`config.mk`:
```
export PLATFORM = sky130hd
export DESIGN_NAME = block_serializer_flat
export DESIGN_NICKNAME = d
export VERILOG_FILES = /design/src/rtl/block_serializer_if.sv /design/src/rtl/block_serializer.sv /design/src/flat_wrapper.sv
export SDC_FILE = /design/constraint.sdc
export NUM_CORES = 1
export LEC_CHECK = 0
export ABC_CLOCK_PERIOD_IN_PS = 8850
export CORE_ASPECT_RATIO = 1.2
export CORE_UTILIZATION = 54
export CTS_CLUSTER_SIZE = 25
export DETAILED_ROUTE_END_ITERATION = 6
export GPL_TIMING_DRIVEN = 1
export HOLD_SLACK_MARGIN = 0.08
export PLACE_DENSITY = 0.79
export SKIP_LAST_GASP = 1
export SLEW_MARGIN = 20
export SYNTH_ARGS = -nofsm -noshare
export SYNTH_HDL_FRONTEND = slang
export SYNTH_SLANG_ARGS = --single-unit
```
`constraint.sdc`:
```
create_clock -name clk -period 8.85 [get_ports clk]
set_input_delay 2.655 -clock clk [delete_from_list [all_inputs] [get_ports clk]]
set_output_delay 2.655 -clock clk [all_outputs]
set_load 0.01 [all_outputs]
```
`src/rtl/block_serializer_if.sv`:
```
// block_serializer_if: parallel-block-in / serial-word-out handshake bundle
interface block_serializer_if #(parameter int DEPTH = 8, parameter int WIDTH = 8);
  logic ena_in;
  logic rdy_out;
  logic [WIDTH-1:0] in [DEPTH];
  logic ena_out;
  logic rdy_in;
  logic [WIDTH-1:0] out;
  logic last;
  modport master (output ena_in, in, rdy_in, input rdy_out, ena_out, out, last);
  modport slave (input ena_in, in, rdy_in, output rdy_out, ena_out, out, last);
endinterface

```
`src/rtl/block_serializer.sv`:
```
// block_serializer: double-buffered block-to-word serializer with zero-bubble block handover
module block_serializer #(
  parameter int DEPTH = 8,
  parameter int WIDTH = 8
) (
  input logic clk,
  input logic rst,
  block_serializer_if.slave bus
);
  localparam int IW = $clog2(DEPTH);
  localparam logic [IW-1:0] LAST_IDX = IW'(DEPTH - 1);
  logic [WIDTH-1:0] active [DEPTH];
  logic [WIDTH-1:0] pending [DEPTH];
  logic active_valid, pending_valid;
  logic [IW-1:0] idx;
  logic accept, emit, done;
  assign accept = bus.ena_in & !pending_valid;
  assign emit = active_valid & bus.rdy_in;
  assign done = emit & (idx == LAST_IDX);
  assign bus.rdy_out = !pending_valid;
  assign bus.ena_out = active_valid;
  assign bus.out = active[idx];
  assign bus.last = active_valid & (idx == LAST_IDX);
  // Bank contents are deliberately left out of reset; only the flags and idx matter.
  always_ff @(posedge clk) begin
    if (rst) begin
      active_valid <= 1'b0;
      pending_valid <= 1'b0;
      idx <= '0;
    end else begin
      if (emit) idx <= done ? '0 : idx + IW'(1);
      if (!active_valid && accept) begin
        active <= bus.in;
        active_valid <= 1'b1;
        idx <= '0;
      end else if (done) begin
        if (pending_valid) begin
          active <= pending;
          pending_valid <= 1'b0;
        end else if (accept) begin
          active <= bus.in;
        end else begin
          active_valid <= 1'b0;
        end
      end else if (accept) begin
        pending <= bus.in;
        pending_valid <= 1'b1;
      end
    end
  end
endmodule

```
`src/flat_wrapper.sv`:
```
// flat-port wrapper written by rule: the top's interface ports become plain ports
module block_serializer_flat 
#(
  parameter int DEPTH = 8,
  parameter int WIDTH = 8
)
  (clk, rst, bus_ena_in, bus_in, bus_rdy_in, bus_rdy_out, bus_ena_out, bus_out, bus_last);
  block_serializer_if #(.DEPTH(DEPTH), .WIDTH(WIDTH)) bus_i ();
  input logic clk;
  input logic rst;
  input wire logic [$bits(bus_i.ena_in)-1:0] bus_ena_in;
  input wire logic [$bits(bus_i.in)-1:0] bus_in;
  input wire logic [$bits(bus_i.rdy_in)-1:0] bus_rdy_in;
  output wire logic [$bits(bus_i.rdy_out)-1:0] bus_rdy_out;
  output wire logic [$bits(bus_i.ena_out)-1:0] bus_ena_out;
  output wire logic [$bits(bus_i.out)-1:0] bus_out;
  output wire logic [$bits(bus_i.last)-1:0] bus_last;
  assign bus_i.ena_in = bus_ena_in;
  assign bus_i.in = {>>{bus_in}};
  assign bus_i.rdy_in = bus_rdy_in;
  assign bus_rdy_out = bus_i.rdy_out;
  assign bus_ena_out = bus_i.ena_out;
  assign bus_out = bus_i.out;
  assign bus_last = bus_i.last;
  block_serializer #(.DEPTH(DEPTH), .WIDTH(WIDTH)) u_core (.clk(clk), .rst(rst), .bus(bus_i));
endmodule
```
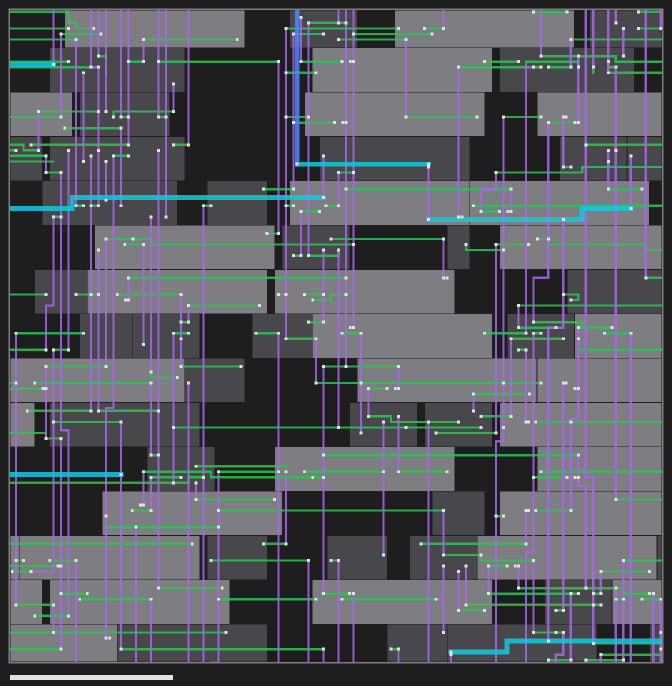
*A small window of the routed layout*
The bar under the picture is 10 µm long. Window x 27 to 67, y 14 to 54 µm. Cells in gray, sequential cells in the stronger gray; small squares are vias.
color	layer
cyan	met3
green	met1
blue	met4
purple	met2
netlist names of flops here include	u_core.active (15), u_core.pending (10)
most frequent	edfxtp_1 (25), mux2_2 (10), clkdlybuf4s50_1 (6)
sequential cells in the window	25
cells with their middle in the window	56

==> run_results.csv <==
group,metric,value,unit
drt,drtPass1Iterations,4,
synthesis,syn_area_per_cell,20.8,µm²
synthesis,ys_ff,133,
synthesis,yosys_cells,260,
flow_run,log.warning_count,26,
floorplan,io_pins,79,
synthesis,ys_seq_share,72.8,%
pwr,finalPower,0.00158,W
global_route,grt_pass1_wl,15.1,mm
cts,cts_hold_buffers,0,
floorplan,die_h,112,µm
worst_hold_path,hold_depth,1,
synthesis,syn_nets,330,
sta,slew_headroom,32.0,%
cts,clk_pin_slew,60,ps
cts,h-tree-depth,4,
pwr,sequentialPowerShare,46.2,%
drt,num_vias,2700,
sta,finalCritPeriodShare,62.6,%
critical_path,worstSetupStartpointType,"flop",
global_route,busiest_layer,"met2",
cts,tritoncts,"yes",
synthesis,yosysChipArea,5420,µm²
worst_hold_path,min-delay-path-class,"flop to flop",
drt,ant_nets,0,
sta,worstMarginPinSlew,1020,ps
sta,setup_viol_count_final,0,
critical_path,endpoint_kind,"output pin",
critical_path,worstSetupPathType,"flop to output pin",
pwr,netSwitchingFraction,20.2,%
sta,tns,0,ps
synthesis,synth_cell_types,24,
cts,cts-buffers-inserted,17,
floorplan,initial_utilization,56.3,%
place,dpl_cell_area,6310,µm²
pwr,irDropWorstVdd,0.204,mV
sta,fin_crit,5540,ps
global_route,grt_max_degree,70,
global_route,gr-usage-met1,23.6,%
pwr,powerDensity,228,nW/µm²
global_route,use_met3,6.90,%
worst_hold_path,holdCritStartpoint,"u_core.pending[33]",
critical_path,cp_max_fo,19,
pwr,power.internal,0.00126,W
pwr,pwr-share-clk,46.8,%
sta,rsz0062_at_grt,"no",
floorplan,die_w,93.4,µm
drt,drt_iter0_markers,141,
global_route,overflow,0,
drt,routed_wl,9.65,mm
drt,routedWlPerCell,20.0,µm
critical_path,reg2regPathDepth,5,
global_route,grt_usage,20.2,%
sta,whs,543,ps
sta,slew_violations,0,
cts,post_cts_resized,0,
global_route,antenna_found_initial,0,
sta,clock_skew,8.75,ps
cells_and_area,drive_above_1_share,32.6,%
critical_path,crit_arrival,2890,ps
flow_run,maxCapViolations,0,
worst_hold_path,min_to,"u_core.active[33]",
synthesis,synth_warnings,0,
cells_and_area,final_cell_area,6940,µm²
global_route,grt_pass1_vias,2928,
critical_path,worstSetupEndpoint,"bus_out[6]",
critical_path,worst_r2r_endpoint,"u_core.active[45]",
cells_and_area,antenna_cells,0,
cts,clk_path_buf_depth,2,
cts,worstSkewPairLatency,410,ps
floorplan,dieArea,10400,µm²
synthesis,syn_inst,260,
outcome,status,"completed",
pwr,p_comb_share,7.0,%
floorplan,rows,39,
critical_path,timing.critical_path.from,"u_core.idx[0]",
cts,cts-root-buf,"clkbuf_16",
critical_path,rrSetupSlack,5770,ps
floorplan,core-area,9610,µm²
global_route,met2_usage,34.6,%
cells_and_area,area_growth,28.1,%
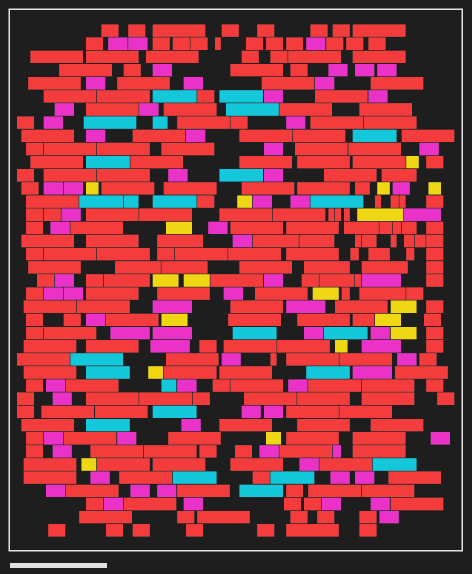
*Cells by drive strength*
The bar under the picture is 20 µm long.
color	size	cells	share	most used
cyan	drive 6 and up	24	6.7%	clkbuf_16
red	drive 1 or less	242	67%	edfxtp_1
magenta	drive 2	75	21%	mux2_2
yellow	drive 3 to 4	18	5.0%	mux2_4

==> cells in the mapped netlist <==
| library cell | n | share of area, % |
|---|---|---|
| buf_12 | 1 | 0.37 |
| edfxtp_1 | 128 | 71 |
| nor3_1 | 1 | 0.092 |
| a21oi_1 | 4 | 0.37 |
| a221oi_1 | 1 | 0.16 |
| mux2i_1 | 1 | 0.18 |
| mux2_2 | 64 | 13 |
| mux2_4 | 8 | 2.2 |
| ha_1 | 2 | 0.46 |
| inv_1 | 1 | 0.069 |
| mux4_1 | 8 | 3.9 |
| nor2_1 | 2 | 0.14 |
| and2_1 | 1 | 0.12 |
| mux4_2 | 8 | 3.3 |
| clkbuf_1 | 3 | 0.21 |
| buf_2 | 9 | 0.83 |
| buf_6 | 1 | 0.21 |
| nand2b_1 | 1 | 0.12 |
| o21ai_0 | 1 | 0.092 |
| dfxtp_1 | 5 | 1.8 |
| a311oi_1 | 1 | 0.16 |
| o21bai_1 | 1 | 0.14 |
| nand2_1 | 6 | 0.42 |
| nand4b_1 | 2 | 0.32 |
==> cells in the final DEF, fill, tap and decap left out, types with 2 or more instances in the layout <==
cell type / n
nand4b_1: 2
clkdlybuf4s50_1: 78
dfxtp_1: 4
nand2_1: 6
ha_1: 2
mux2_4: 8
a21oi_1: 4
mux2_2: 64
inv_6: 3
mux4_2: 8
edfxtp_1: 128
clkinv_4: 4
buf_4: 3
clkbuf_16: 17
bufinv_16: 4
nor2_1: 2
clkinvlp_4: 2
mux4_1: 8
==> sequential cells by signal, indices dropped and copies added (netlist names) <==
register and cells:
u_core.active 64, u_core.bus.ena_out 1, u_core.idx 3, u_core.pending 64, u_core.pending_valid 1
==> kinds of logic (layout without fill, tap and decap cells) <==
logic type,count (synthesis),in the layout,synth area share (%)
and+or+nand+nor,13,13,1.20
DFF,133,133,72.8
adders and majority gates,2,2,0.462
AOI/OAI and AO/OA,8,8,0.924
muxes,89,89,22.9
buffers and inverters,15,114,1.69
==> area by class of cell <==
cell class / count / area, µm²
flip-flops and latches: 133 / 3950
fillers: 595 / 2670
multi-input cells: 112 / 1400
repair buffers: 81 / 803
clock buffers: 18 / 429
clock inverters: 14 / 201
well taps: 123 / 154
inverters: 1 / 3.75
==> per-layer routing <==
layer  part of all wire (%)  up-vias
met5                      0        -
met4                    1.7        0
met3                    3.5       10
met2                     55       70
met1                     40     1388
li1                       -     1232
==> worst max-delay path: stages, from the launching register on <==
cell,delay (ps)
dfxtp_1,990
mux4_1,680
mux2_4,290
clkdlybuf4s50_1,510
==> power groups by stage <==
| stage | Sequential, W | Clock (W) | Combinational [W] |
|---|---|---|---|
| final | 0.000731 | 0.000742 | 0.000111 |
| after global routing | 0.000733 | 0.000785 | 0.000119 |
| after CTS | 0.000732 | 0.000755 | 0.000113 |
| after detailed placement | 0.000745 | 0 | 0.000111 |
| after global placement | 0.000744 | 0 | 0.000109 |
| after floorplan | 0.000741 | 0 | 0.0000621 |
==> through the flow <==
step | utilization, % | cells | setup slack (ps)
floorplan | - | 260 | 619
global placement | 65.6 | 450 | 3800
detailed placement | 65.6 | 450 | 3770
CTS | 72.2 | 482 | 3280
global route | 72.2 | 482 | 3140
finish | 72.2 | 482 | 3310
Power figures rest on the tool's default switching activity, not on a simulated workload.
